**src/rtl/uart_arb_pkg.sv**
```systemverilog
// Shared types and constants for the UART transmit arbiter.
package uart_arb_pkg;

  typedef enum logic {
    IDLE  = 1'b0,
    GRANT = 1'b1
  } arb_state_t;

  localparam int DEF_NREQ    = 4;
  localparam int DEF_DBIT    = 8;
  localparam int DEF_MAX_LEN = 64;

  function automatic int clog2(input int value);
    int r;
    r = 0;
    for (int i = 0; i < 31; i++) begin
      if ((1 << i) < value) r = i + 1;
    end
    return r;
  endfunction

endpackage

```
**src/rtl/uart_tx_arbiter_rr_pick.sv**
```systemverilog
// Round-robin picker: first set request at or after ptr, wrapping modulo NREQ.
module rr_pick #(
  parameter int NREQ = 4,
  parameter int IDW  = 2
) (
  input  logic [NREQ-1:0] req,
  input  logic [IDW-1:0]  ptr,
  output logic            any,
  output logic [IDW-1:0]  idx
);

  logic [2*NREQ-1:0] dbl;
  logic [NREQ-1:0]   rot;
  logic [IDW-1:0]    pos;
  logic [IDW:0]      idx_sum;

  // Rotate so ptr lands at bit 0, then the lowest set bit is the winner.
  assign dbl = {req, req} >> ptr;
  assign rot = dbl[NREQ-1:0];
  assign any = |req;

  always_comb begin
    pos = '0;
    for (int k = NREQ - 1; k >= 0; k--) begin
      if (rot[k]) pos = IDW'(k);
    end
  end

  always_comb begin
    idx_sum = {1'b0, ptr} + {1'b0, pos};
    if (idx_sum >= (IDW + 1)'(NREQ)) idx_sum = idx_sum - (IDW + 1)'(NREQ);
    idx = idx_sum[IDW-1:0];
  end

endmodule

```
**src/rtl/uart_tx_arbiter.sv**
```systemverilog
// Packet-granular round-robin arbiter sharing one UART TX FIFO write port
// between NREQ byte sources, with a per-grant length guard.
module uart_tx_arbiter
  import uart_arb_pkg::*;
#(
  parameter int NREQ    = DEF_NREQ,
  parameter int DBIT    = DEF_DBIT,
  parameter int MAX_LEN = DEF_MAX_LEN,
  parameter int IDW     = clog2(NREQ)
) (
  input  logic                 clk,
  input  logic                 reset,
  input  logic [NREQ-1:0]      req_valid,
  input  logic [NREQ*DBIT-1:0] req_data,
  input  logic [NREQ-1:0]      req_last,
  output logic [NREQ-1:0]      req_ready,
  output logic [DBIT-1:0]      w_data,
  output logic                 wr_uart,
  input  logic                 tx_full,
  output logic                 busy,
  output logic [IDW-1:0]       grant_id,
  output logic                 trunc_err
);

  localparam int            CW       = clog2(MAX_LEN + 1);
  localparam logic [CW-1:0] LAST_CNT = CW'(MAX_LEN - 1);

  arb_state_t      state, state_nxt;
  logic [IDW-1:0]  ptr, ptr_nxt, pick_idx;
  logic            pick_any;
  logic [CW-1:0]   byte_cnt;
  logic            owner_valid, owner_last, accept, at_limit, release_pkt;
  logic [DBIT-1:0] owner_data;

  rr_pick #(
    .NREQ (NREQ),
    .IDW  (IDW)
  ) u_pick (
    .req (req_valid),
    .ptr (ptr),
    .any (pick_any),
    .idx (pick_idx)
  );

  assign owner_valid = req_valid[grant_id];
  assign owner_last  = req_last[grant_id];
  assign owner_data  = req_data[grant_id*DBIT +: DBIT];
  assign accept      = (state == GRANT) & owner_valid & ~tx_full;
  assign at_limit    = (byte_cnt == LAST_CNT);
  assign release_pkt = accept & (owner_last | at_limit);
  assign ptr_nxt     = (grant_id == IDW'(NREQ - 1)) ? '0 : grant_id + 1'b1;

  always_ff @(posedge clk or posedge reset) begin
    if (reset) state <= IDLE;
    else       state <= state_nxt;
  end

  always_comb begin
    state_nxt = state;
    case (state)
      IDLE:    if (pick_any) state_nxt = GRANT;
      GRANT:   if (release_pkt) state_nxt = IDLE;
      default: state_nxt = IDLE;
    endcase
  end

  always_comb begin
    req_ready = '0;
    wr_uart   = 1'b0;
    w_data    = '0;
    busy      = 1'b0;
    if (state == GRANT) begin
      busy                = 1'b1;
      req_ready[grant_id] = ~tx_full;
      wr_uart             = owner_valid & ~tx_full;
      w_data              = owner_data;
    end
  end

  // The owner index survives the return to IDLE; only a new grant replaces it.
  always_ff @(posedge clk or posedge reset) begin
    if (reset) begin
      ptr       <= '0;
      grant_id  <= '0;
      byte_cnt  <= '0;
      trunc_err <= 1'b0;
    end else begin
      trunc_err <= release_pkt & ~owner_last;
      if (state == IDLE && pick_any) begin
        grant_id <= pick_idx;
        byte_cnt <= '0;
      end else if (accept) begin
        byte_cnt <= byte_cnt + 1'b1;
        if (release_pkt) ptr <= ptr_nxt;
      end
    end
  end

endmodule
```
**config.mk**
```make
export PLATFORM = sky130hd
export DESIGN_NAME = uart_tx_arbiter
export DESIGN_NICKNAME = d
export VERILOG_FILES = /design/src/rtl/uart_arb_pkg.sv /design/src/rtl/uart_tx_arbiter_rr_pick.sv /design/src/rtl/uart_tx_arbiter.sv
export SDC_FILE = /design/constraint.sdc
export NUM_CORES = 1
export LEC_CHECK = 0
export CORE_MARGIN = 2
export CORE_UTILIZATION = 43
export DETAILED_ROUTE_END_ITERATION = 16
export HOLD_SLACK_MARGIN = 0.12
export MAX_ROUTING_LAYER = met4
export PLACE_DENSITY = 0.85
export SYNTH_ARGS = -nofsm -noshare
export SYNTH_HDL_FRONTEND = slang
export SYNTH_SLANG_ARGS = --single-unit
```
**constraint.sdc**
```tcl
create_clock -name clk -period 3.13 [get_ports clk]
set_clock_uncertainty 0.05 [all_clocks]
set_input_delay 0.626 -clock clk [delete_from_list [all_inputs] [get_ports clk]]
set_output_delay 0.626 -clock clk [all_outputs]
set_load 0.05 [all_outputs]
```
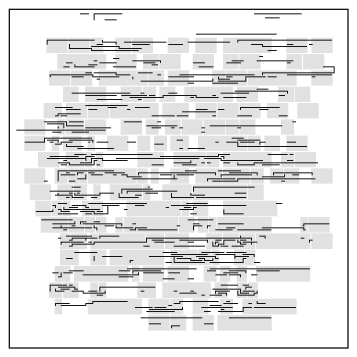
**Above:** M1 wires.
Scale: 6 px per µm.
- share of all routed wire: 40%
- main direction: horizontal
- nets with wire on the layer: 192
- longest straight run: 17.5 µm
total wirelength of the detailed-routed design: 3220 µm
total number of vias: 1124

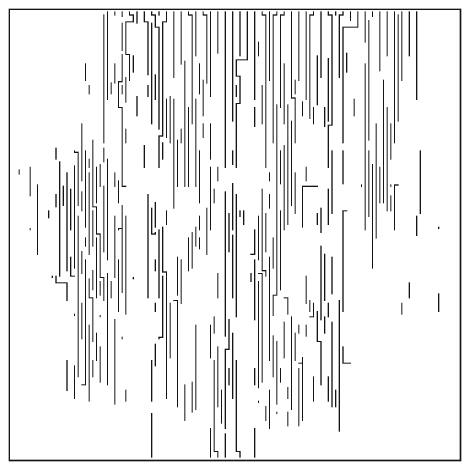
**Above:** metal 2.
Scale: 8 px per µm.
- longest straight run: 23.8 µm
- main direction: vertical
GR Util met2: 37.5%

==> writeup.txt <==
The flow ran to the end, and the final reports show no timing, DRC or antenna violations. For this design the total switching power over the nets is 740 µW. The cell area after synthesis is 1170 µm². Per the post-route antenna check, the number of violating nets is 0. Per the detail_route log, met3 wirelength is 145 µm. The tools report the floorplan utilization as 46.5%.

The setup path with the least slack is of type input pin to output pin. Based on the critical path, the design can be clocked at up to 360 MHz. The tools report the multi-input logic area as 778 µm². Transition time at the pin with the least slew margin: 506 ps. Power attributed to sequential cells is 305 µW.

The logic share of the area works out to 44.3%. STA lists the startpoint of the worst hold path as byte_cnt[6]. The power report shows net switching accounting for 51.4% of the total. The run gives 540 ps for the stage delay of the slowest cell on the critical path. Listed in order, past its start point the critical path passes clkdlybuf4s50_1 > mux4_2 > and2_4 > buf_4.

After legalization and detailed placement, the total HPWL measured 2680 µm. After detailed routing, the number of vias per cell comes to 5.56. Signal nets in the final route climb as high as met4. The final report lists the setup-violating endpoint count as 0.

Routing resource usage on met1 recorded by global route was 25.9%. The tools report the worst IR drop on VDD as 604 µV. The hold-critical path endpoint was byte_cnt[6]. Clock tree synthesis inserted a total of 3 buffers. During synthesis, Yosys emitted a total of 0 warnings. STA shows the worst reg2reg path with a cell count of 5.

Summed over the clock group, the power is 103 µW. The script extracted a total leakage power of 0.000730 µW. In the final layout, the fill cell count is 196. The buffer_ports step reported a buffer count of 59. The type of element capturing the critical path was an output pin. The number of standard-cell rows in the floorplan was 18. For reference, the clock transition at the flip-flops on the worst setup and hold paths is 80 ps. The tool flagged a number of max-cap violations equal to 0. Sequential cells were found to cover 27.7% of the synthesized design area. Looking at the power breakdown, the clock network takes 7.2% of the total.

The wire length on met1 came out at 1280 µm. The startpoint of the worst setup timing path is req_valid[2]. In this run the number of cells on the critical path is 4. The tools report the clock net sink count as 13. TritonCTS built the clock tree. The clock network area share was 1.50%. The internal portion of the total power is 699 µW. In the routed design, unresolved DRC markers number 0. For the total number of tap cells, the log shows 30. The horizontal extent of the die was 56.2 µm; the total congestion overflow after global routing was 0.

For reference, the post-synthesis area per instance comes to 10.2 µm². Post-route period utilization is reported as 88.6%. Per the area breakdown, the dominant cell category is logic gates. Wire segments on met2 add up to 1740 µm in the final route.

The synthesis-to-finish area growth is 49.7%. The logs give 60 for the number of I/O pins and 4 for the detailed-routing iteration count for the pre-antenna-repair pass. The starting DRC count in detailed routing is 22, and the mux cell area share after synthesis is 22.6%. The element type at the critical path start was an input pin.

Hold is met by 442 ps. In this run the clock root is driven by a clkbuf_4. The total power density per cell area was 820 nW/µm². Counting both buffers and inverters, the worst setup path holds a total of 2. The layout stage reports a final design area of 1760 µm².

Setup total negative slack on the finished layout was measured at 0 ps. The synthesis run shows the most used standard cells to be dfrtp_1, and2_1, mux4_2, nor2_1. The run gives 27.7% for the area fraction of the dominant cell type after synthesis. The tools report the clock tree buffer depth as 2.

The combinational group share of total power was 71.6%. The logs give 2100 ps for the worst endpoint data arrival time and 2450 ps for the required time of the worst setup path. With the maximum level of the CTS H-tree at 1, the sequential fraction of total cell area is 18.5%.
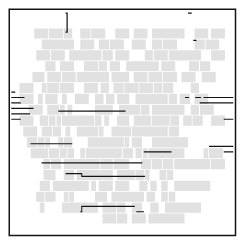
**Above:** met3 routing.
Scale: 4 px per µm.
- share of all routed wire: 4.5%
- nets with wire on the layer: 19
- main direction: horizontal
met3 global-route usage: 3.95%

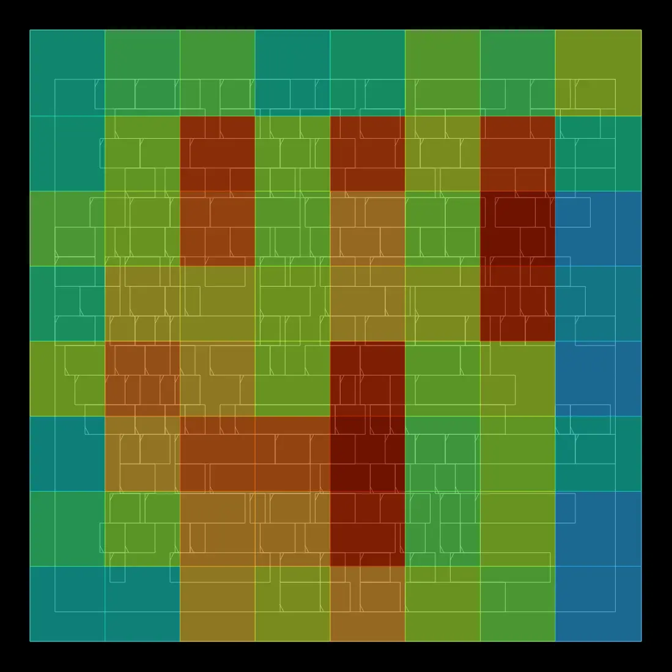
**Above:** track usage over the die.
total global-route track usage: 21.8%
gr busiest metal: met2

[cells in the final DEF (no fill, tap or decap), drive strengths merged, types with 3 or more instances in the layout]
cell,instances
clkdlybuf4s50,46
buf,15
dfrtp,13
and2,13
nor2,11
mux4,10
o21ai,6
ha,6
nand2,5
nand4,4
inv,4
clkbuf,4
a21oi,3
o211ai,3
nand3,3
[per-stage QoR]
| step | setup slack, ps | utilization (%) | total power [µW] | cells |
|---|---|---|---|---|
| finish | 356 | 69.6 | 1440 | 202 |
| global route | 283 | 69.6 | 1530 | 202 |
| CTS | 370 | 69.6 | 1450 | 202 |
| detailed placement | 371 | 68.6 | 1340 | 198 |
| global placement | 409 | 68.6 | 1310 | 198 |
| floorplan | 524 | - | 1050 | 115 |
Power is estimated from default activity; no workload was simulated.
